[config.mk]
export PLATFORM = sky130hd
export DESIGN_NAME = uart_fifo
export DESIGN_NICKNAME = d
export VERILOG_FILES = /design/src/rtl/uart_pkg.sv /design/src/rtl/sync_fifo.sv /design/src/rtl/uart_fifo.sv
export SDC_FILE = /design/constraint.sdc
export NUM_CORES = 1
export LEC_CHECK = 0
export CAP_MARGIN = 20
export CELL_PAD_IN_SITES_DETAIL_PLACEMENT = 1
export CELL_PAD_IN_SITES_GLOBAL_PLACEMENT = 2
export CORE_MARGIN = 3
export CORE_UTILIZATION = 47
export CTS_BUF_LIST = sky130_fd_sc_hd__clkbuf_8
export DETAILED_ROUTE_END_ITERATION = 10
export PLACE_DENSITY = 0.94
export SETUP_SLACK_MARGIN = 0.1
export SYNTH_ARGS = -nofsm -noshare
export SYNTH_HDL_FRONTEND = slang
export SYNTH_SLANG_ARGS = --single-unit
[constraint.sdc]
create_clock -name clk_i -period 5.4 [get_ports clk_i]
set_clock_uncertainty 0.2 [all_clocks]
set_input_delay 0.54 -clock clk_i [delete_from_list [all_inputs] [get_ports clk_i]]
set_output_delay 0.54 -clock clk_i [all_outputs]
set_load 0.03 [all_outputs]
[src/rtl/uart_pkg.sv]
// Shared definitions for the FIFO UART: register map, status bit positions
// and the TX/RX state encodings.
package uart_pkg;

    localparam logic [3:0] ADDR_DATA = 4'd0;
    localparam logic [3:0] ADDR_STAT = 4'd1;
    localparam logic [3:0] ADDR_MS   = 4'd2;
    localparam logic [3:0] ADDR_CTRL = 4'd3;
    localparam logic [3:0] ADDR_DIV  = 4'd4;

    localparam int ST_TX_IDLE  = 0;
    localparam int ST_RX_AVAIL = 1;
    localparam int ST_TX_FULL  = 2;
    localparam int ST_RX_OVR   = 3;
    localparam int ST_RX_FERR  = 4;
    localparam int ST_TX_OVF   = 5;

    typedef enum logic [1:0] {TX_IDLE, TX_START, TX_DATA, TX_STOP} tx_state_e;
    typedef enum logic [1:0] {RX_IDLE, RX_START, RX_DATA, RX_STOP} rx_state_e;

endpackage

[src/rtl/sync_fifo.sv]
// Single-clock FIFO with binary pointers one bit wider than the address;
// a simultaneous push and pop are both honoured, even when full.
module sync_fifo #(
    parameter int WIDTH = 8,
    parameter int DEPTH = 16
) (
    input  logic             clk_i,
    input  logic             rst_i,
    input  logic             push,
    input  logic             pop,
    input  logic [WIDTH-1:0] din,
    output logic [WIDTH-1:0] dout,
    output logic             full,
    output logic             empty
);
    localparam int AW = $clog2(DEPTH);

    logic [WIDTH-1:0] mem [DEPTH];
    logic [AW:0]      wr_ptr;
    logic [AW:0]      rd_ptr;
    logic             do_push;
    logic             do_pop;

    assign empty   = (wr_ptr == rd_ptr);
    assign full    = (wr_ptr[AW] != rd_ptr[AW]) && (wr_ptr[AW-1:0] == rd_ptr[AW-1:0]);
    assign do_pop  = pop && !empty;
    assign do_push = push && (!full || do_pop);
    assign dout    = mem[rd_ptr[AW-1:0]];

    // NOTE: the storage array has no reset; the pointers alone decide which entries are valid.
    always_ff @(posedge clk_i) begin
        if (do_push) mem[wr_ptr[AW-1:0]] <= din;
    end

    always_ff @(posedge clk_i) begin
        if (rst_i) begin
            wr_ptr <= '0;
            rd_ptr <= '0;
        end else begin
            if (do_push) wr_ptr <= wr_ptr + (AW+1)'(1);
            if (do_pop)  rd_ptr <= rd_ptr + (AW+1)'(1);
        end
    end

endmodule

[src/rtl/uart_fifo.sv]
// Bus-mapped UART with TX/RX FIFOs, programmable divisor, error flags,
// level interrupt and a free-running millisecond counter.
module uart_fifo
    import uart_pkg::*;
#(
    parameter int BAUD_DIV = 48,
    parameter int TX_DEPTH = 16,
    parameter int RX_DEPTH = 16,
    parameter int MS_DIV   = 48000
) (
    input  logic        clk_i,
    input  logic        rst_i,
    input  logic        m_sel,
    input  logic [3:0]  m_addr,
    input  logic [31:0] m_data_i,
    output logic [31:0] m_data_o,
    input  logic        m_rd,
    input  logic        m_wr,
    output logic        m_intr_o,
    output logic        TXD,
    input  logic        RXD
);
    logic        rd_q, wr_q, rd_stb, wr_stb;
    logic        tx_push, tx_pop, tx_full, tx_empty, tx_idle;
    logic        rx_push, rx_pop, rx_full, rx_empty, rx_ferr_set, rx_sample;
    logic [7:0]  tx_dout, rx_dout;
    logic        tx_ovf, rx_ovr, rx_ferr, ie_rx, ie_tx;
    logic [15:0] div;
    logic [31:0] ms_timer, ms_counter;
    logic [5:0]  status;
    logic        unused_bits;

    assign unused_bits = ^m_data_i[31:16];

    // Accesses act only on the first cycle of a strobe.
    assign rd_stb  = m_sel & m_rd & ~rd_q;
    assign wr_stb  = m_sel & m_wr & ~wr_q;
    assign tx_push = wr_stb && (m_addr == ADDR_DATA);
    assign rx_pop  = rd_stb && (m_addr == ADDR_DATA);

    tx_state_e   tx_state, tx_next;
    logic [15:0] tx_div, tx_cnt;
    logic [2:0]  tx_bit;
    logic [7:0]  tx_shift;
    logic        tx_tick;

    rx_state_e   rx_state, rx_next;
    logic [15:0] rx_div, rx_cnt, rx_half;
    logic [2:0]  rx_bit;
    logic [7:0]  rx_shift;
    logic        rx_brk, rx_tick, rxd_m, rxd_s;

    assign tx_tick = (tx_cnt == tx_div - 16'd1);
    assign tx_idle = tx_empty && (tx_state == TX_IDLE);
    assign rx_tick = (rx_cnt == rx_div - 16'd1);
    assign rx_half = {1'b0, div[15:1]} - 16'd1;

    sync_fifo #(.WIDTH(8), .DEPTH(TX_DEPTH)) u_tx_fifo (
        .clk_i(clk_i), .rst_i(rst_i), .push(tx_push), .pop(tx_pop),
        .din(m_data_i[7:0]), .dout(tx_dout), .full(tx_full), .empty(tx_empty)
    );

    sync_fifo #(.WIDTH(8), .DEPTH(RX_DEPTH)) u_rx_fifo (
        .clk_i(clk_i), .rst_i(rst_i), .push(rx_push), .pop(rx_pop),
        .din(rx_shift), .dout(rx_dout), .full(rx_full), .empty(rx_empty)
    );

    always_comb begin
        status              = '0;
        status[ST_TX_IDLE]  = tx_idle;
        status[ST_RX_AVAIL] = !rx_empty;
        status[ST_TX_FULL]  = tx_full;
        status[ST_RX_OVR]   = rx_ovr;
        status[ST_RX_FERR]  = rx_ferr;
        status[ST_TX_OVF]   = tx_ovf;
    end

    // NOTE: every combinational output gets a default first so no path infers a latch.
    always_comb begin
        m_data_o = '0;
        if (m_sel) begin
            case (m_addr)
                ADDR_DATA: m_data_o = rx_empty ? 32'd0 : {24'd0, rx_dout};
                ADDR_STAT: m_data_o = {26'd0, status};
                ADDR_MS:   m_data_o = ms_counter;
                ADDR_CTRL: m_data_o = {30'd0, ie_tx, ie_rx};
                ADDR_DIV:  m_data_o = {16'd0, div};
                default:   m_data_o = '0;
            endcase
        end
    end

    always_ff @(posedge clk_i) begin
        if (rst_i) begin
            rd_q       <= 1'b0;
            wr_q       <= 1'b0;
            tx_ovf     <= 1'b0;
            rx_ovr     <= 1'b0;
            rx_ferr    <= 1'b0;
            ie_rx      <= 1'b0;
            ie_tx      <= 1'b0;
            div        <= 16'(BAUD_DIV);
            ms_timer   <= '0;
            ms_counter <= '0;
            m_intr_o   <= 1'b0;
        end else begin
            rd_q <= m_sel & m_rd;
            wr_q <= m_sel & m_wr;
            if (wr_stb && m_addr == ADDR_CTRL) {ie_tx, ie_rx} <= m_data_i[1:0];
            if (wr_stb && m_addr == ADDR_DIV)
                div <= (m_data_i[15:0] < 16'd2) ? 16'd2 : m_data_i[15:0];
            if (wr_stb && m_addr == ADDR_STAT) begin
                if (m_data_i[ST_TX_OVF])  tx_ovf  <= 1'b0;
                if (m_data_i[ST_RX_FERR]) rx_ferr <= 1'b0;
                if (m_data_i[ST_RX_OVR])  rx_ovr  <= 1'b0;
            end
            // A new error in the same cycle as its clear wins.
            if (tx_push && tx_full && !tx_pop) tx_ovf  <= 1'b1;
            if (rx_push && rx_full && !rx_pop) rx_ovr  <= 1'b1;
            if (rx_ferr_set)                   rx_ferr <= 1'b1;
            if (ms_timer == 32'(MS_DIV - 1)) begin
                ms_timer   <= '0;
                ms_counter <= ms_counter + 32'd1;
            end else begin
                ms_timer <= ms_timer + 32'd1;
            end
            m_intr_o <= (ie_rx & !rx_empty) | (ie_tx & tx_idle) | rx_ovr | rx_ferr;
        end
    end

    always_ff @(posedge clk_i) begin
        if (rst_i) begin
            tx_state <= TX_IDLE;
            tx_div   <= 16'(BAUD_DIV);
            tx_cnt   <= '0;
            tx_bit   <= '0;
            tx_shift <= '0;
        end else begin
            tx_state <= tx_next;
            if (tx_pop) begin
                tx_shift <= tx_dout;
                tx_div   <= div;
                tx_cnt   <= '0;
                tx_bit   <= '0;
            end else if (tx_state != TX_IDLE) begin
                tx_cnt <= tx_tick ? 16'd0 : tx_cnt + 16'd1;
                if (tx_state == TX_DATA && tx_tick) begin
                    tx_shift <= tx_shift >> 1;
                    tx_bit   <= tx_bit + 3'd1;
                end
            end
        end
    end

    always_comb begin
        tx_next = tx_state;
        case (tx_state)
            TX_IDLE:  if (!tx_empty) tx_next = TX_START;
            TX_START: if (tx_tick) tx_next = TX_DATA;
            TX_DATA:  if (tx_tick && tx_bit == 3'd7) tx_next = TX_STOP;
            TX_STOP:  if (tx_tick) tx_next = tx_empty ? TX_IDLE : TX_START;
            default:  tx_next = TX_IDLE;
        endcase
    end

    // The last stop cycle pops the next byte so frames run back to back.
    always_comb begin
        tx_pop = 1'b0;
        TXD    = 1'b1;
        case (tx_state)
            TX_IDLE:  tx_pop = !tx_empty;
            TX_START: TXD    = 1'b0;
            TX_DATA:  TXD    = tx_shift[0];
            TX_STOP:  tx_pop = tx_tick && !tx_empty;
            default:  TXD    = 1'b1;
        endcase
    end

    always_ff @(posedge clk_i) begin
        if (rst_i) begin
            rxd_m    <= 1'b1;
            rxd_s    <= 1'b1;
            rx_state <= RX_IDLE;
            rx_div   <= 16'(BAUD_DIV);
            rx_cnt   <= '0;
            rx_bit   <= '0;
            rx_shift <= '0;
            rx_brk   <= 1'b0;
        end else begin
            rxd_m    <= RXD;
            rxd_s    <= rxd_m;
            rx_state <= rx_next;
            if (rx_state == RX_IDLE) begin
                rx_brk <= 1'b0;
                rx_div <= div;
                rx_bit <= '0;
                rx_cnt <= (rxd_s || rx_next == RX_START) ? 16'd0 : rx_cnt + 16'd1;
            end else begin
                rx_cnt <= rx_tick ? 16'd0 : rx_cnt + 16'd1;
                if (rx_sample) begin
                    rx_shift <= {rxd_s, rx_shift[7:1]};
                    rx_bit   <= rx_bit + 3'd1;
                end
                if (rx_ferr_set) rx_brk <= 1'b1;
            end
        end
    end

    // Entering START marks mid start bit; each later tick lands mid-bit.
    always_comb begin
        rx_next = rx_state;
        case (rx_state)
            RX_IDLE:  if (!rxd_s && rx_cnt == rx_half) rx_next = RX_START;
            RX_START: if (rx_tick) rx_next = RX_DATA;
            RX_DATA:  if (rx_tick && rx_bit == 3'd7) rx_next = RX_STOP;
            RX_STOP: begin
                if (rx_brk) begin
                    if (rxd_s) rx_next = RX_IDLE;
                end else if (rx_tick && rxd_s) begin
                    rx_next = RX_IDLE;
                end
            end
            default:  rx_next = RX_IDLE;
        endcase
    end

    always_comb begin
        rx_sample   = 1'b0;
        rx_push     = 1'b0;
        rx_ferr_set = 1'b0;
        case (rx_state)
            RX_START, RX_DATA: rx_sample = rx_tick;
            RX_STOP: begin
                rx_push     = !rx_brk && rx_tick && rxd_s;
                rx_ferr_set = !rx_brk && rx_tick && !rxd_s;
            end
            default: rx_sample = 1'b0;
        endcase
    end

endmodule

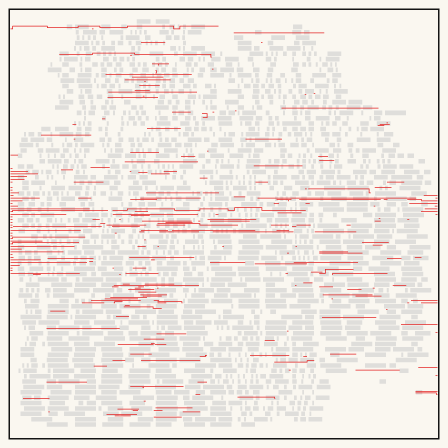
Fig. 1. Signal wires on met3.
172 nets have wire on it. The wires run mostly horizontal. The longest straight run is 80.0 um. The layer carries 3180 um of wire.

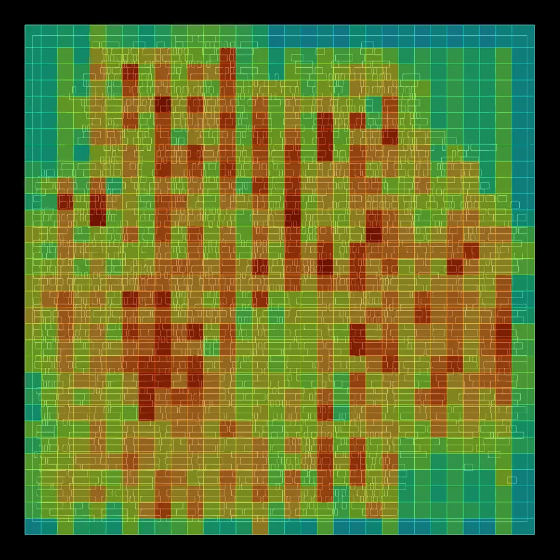
Fig. 2. Routing congestion.
Layout Utilization: 54.13%
met2 Use GR: 39.28%

==> results.txt <==
The run has ended; figures from its reports follow.

The run finished with clean final reports. The synthesis report gives the async set-or-reset register share as 0%. The number of cell instances on the worst register-to-register path is 10.

In the synthesized netlist the dominant register cell turns out to be sky130_fd_sc_hd__edfxtp_1. Counting endpoints that fail hold in the final report gives 0. The script reports the combined buffer and inverter count of the critical path as 2.

Per the TritonCTS log, the buffer count is 78. The finished design was reported to have a net count of 1876. The area reported by Yosys stat came out at 20850 um2. The number of antenna diodes in the final layout is 0.

In the post-synthesis netlist, the biggest area contributors are sky130_fd_sc_hd__edfxtp_1, sky130_fd_sc_hd__dfxtp_1, sky130_fd_sc_hd__mux4_2. The placement row count is 76. The number of filler cells placed in the layout is 4495. The sort of element at the start of the critical path is a register.

The area growth from synthesis to final layout came out at 12.85%. The setup path with the least slack is of type register to primary output. The area taken by sequential standard cells is reported as 11870 um2. The final non-filler cell area came out at 23530 um2. The count of warning messages emitted by the tools came out at 55.

The share of the core filled by cells before placement came out at 47.97%. The internal power of the cells totals 5.590 mW. The class of the worst hold path is primary input to register. Hold is met by 0.1303 ns. The cell type group with the largest total delay on the critical path is multiplexers. By instance count, the cell type seen most on the critical path is sky130_fd_sc_hd__mux4_2. The maximum clock frequency came out at 214.6 MHz. Of the total power, combinational logic draws 7.7%. The multi-input logic area is 8474 um2.

In this run, distinct cell masters in the synthesized netlist total 75. The average wire per cell in the routed design is 22.78 um. In this run the tightest slew margin relative to its limit is 32.07%. The post-cts sizing count came out at 0.

The most heavily used metal layer in global routing is met2. The global-route total usage across every layer is 24.01%. According to the timing report, the critical path is captured at m_data_o[6]. The post-detailed-route DRC marker count is 0. The count of yosys warnings during synthesis came out at 0. The synthesis stats list as the most numerous cell sky130_fd_sc_hd__edfxtp_1. The least setup slack across all paths after layout came out at 0.7409 ns.

The switching portion of total power came out at 25.16%. The total routed wire length on the met1 layer is 24170 um. The total negative slack is 0 ns. The top contributor to total power is registers. Traced cell by cell, the critical path runs through buf_4 -> mux4_2 -> mux4_2 -> a222oi_1 -> nor2_1 -> clkdlybuf4s50_1.

The initial antenna violation count came out at 0. The die covers 46920 um2. The final critical-path required period came out at 4.659 ns.

The OpenROAD report gives the critical path a required time of 4.66 ns. The peak ir drop on the vdd network is 0.2227 mV. Per the placement log, port buffering inserted 59 buffers. The clock group total power is 3.10 mW.

The post-placement worst setup slack is 0.8679 ns. CTS reports a maximum clock tree buffer depth of 3. The highest layer touched by signal routing is met4. The flop count is 465. The buffers inserted during post-CTS setup optimization came out at 0. The total power divided by cell area is 317.5 nW/um2. The start point of the worst min-delay path is rst_i. For this design the total switching power over the nets is 1.879 mW. The library cell used as clock root buffer is sky130_fd_sc_hd__clkbuf_8. The proportion of layout cells with a drive suffix above 1 is 12.88%. The vertical die dimension came out at 216.6 um. Ranking logic cells in the layout by count gives the top entries sky130_fd_sc_hd__edfxtp_1, sky130_fd_sc_hd__dfxtp_1, sky130_fd_sc_hd__nor2_1. The H-tree was split into 3 levels.

The clock power share came out at 41.5%. The portion of the layout cell area used by clock cells came out at 6.467%. The simple-gate portion of the synthesized area came out at 14.99%. The clock buffers instantiated in the layout total 87.

The static power due to leakage came out at 8.339 nW. Setup repair after global routing left no endpoint under its margin. Per the layout area report, the combinational fraction of cell area is 36.02%. The capture point of the worst register-to-register path is recorded as u_tx_fifo.mem[6][3]. Per the post-synthesis report, the nets total 1813. The number of signal-net buffers in the layout came out at 85. The cell area reported after detailed placement came out at 21950 um2.

In this run the cell area of the synthesized design comes to 20850 um2. Yosys shows that the main logic family after synthesis is simple AND/OR/NAND/NOR gates. The largest driver fanout on the critical path is 21. The synthesized netlist devotes 5.510% of its cell area to compound gates. Entering global routing, the biggest net connects 88 pins. Power attributed to sequential cells is 3.79 mW.

The core region is 43460 um2. Per the synthesis report, the XOR/XNOR share of the synthesized area is 6.806%. TritonCTS built the clock tree. The clock-pin transition on the worst setup and hold timing paths came out at 0.06 ns. Leaving out the clock tree, the finished layout contains an inverter count of 32.

Sequential cells make up 50.47% of the cell area. The amount of wire on met2 after detailed routing came out at 26940 um. The multi-input logic cell count came out at 1142. The number of violations of the max-capacitance limit is 0.

The pin slew with the least headroom to its limit is 1.013 ns. Counting pins that exceed their max-slew limit in the final report gives 0. According to the tapcell log, the count of inserted taps is 585. The final estimated routing congestion in global placement is 0.8585.
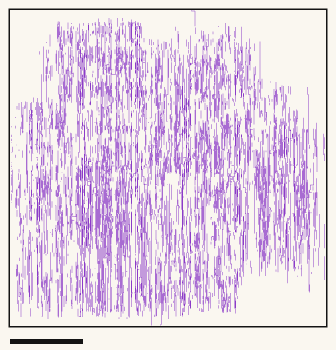
Fig. 3. M2 wires.
Scale bar: 50 um.
The layer carries 26.9 mm of wire. The wires run mostly vertical.
total wire length: 55770 um
via count of the routed design: 14309

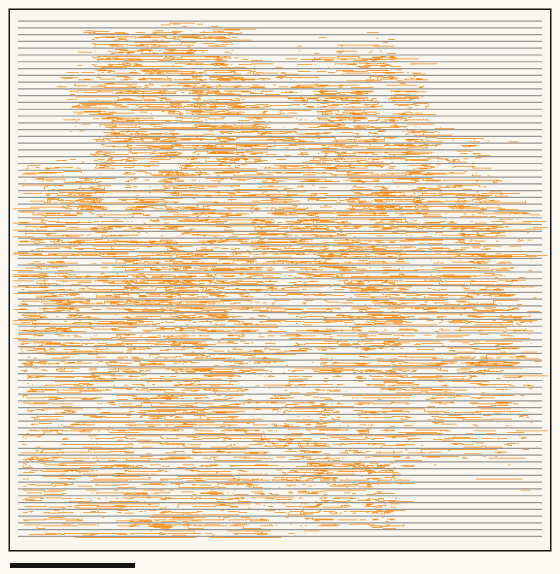
Fig. 4. Signal wires on met1.
Scale bar: 50 um. Supply wires on this layer in gray.
1767 nets have wire on it. The wires run mostly horizontal. The layer holds 43% of the routed length. The longest straight run is 50.6 um. The layer carries 24.2 mm of wire.
met1 capacity usage during global routing: 32.00%

Power is estimated from default activity; no workload was simulated.
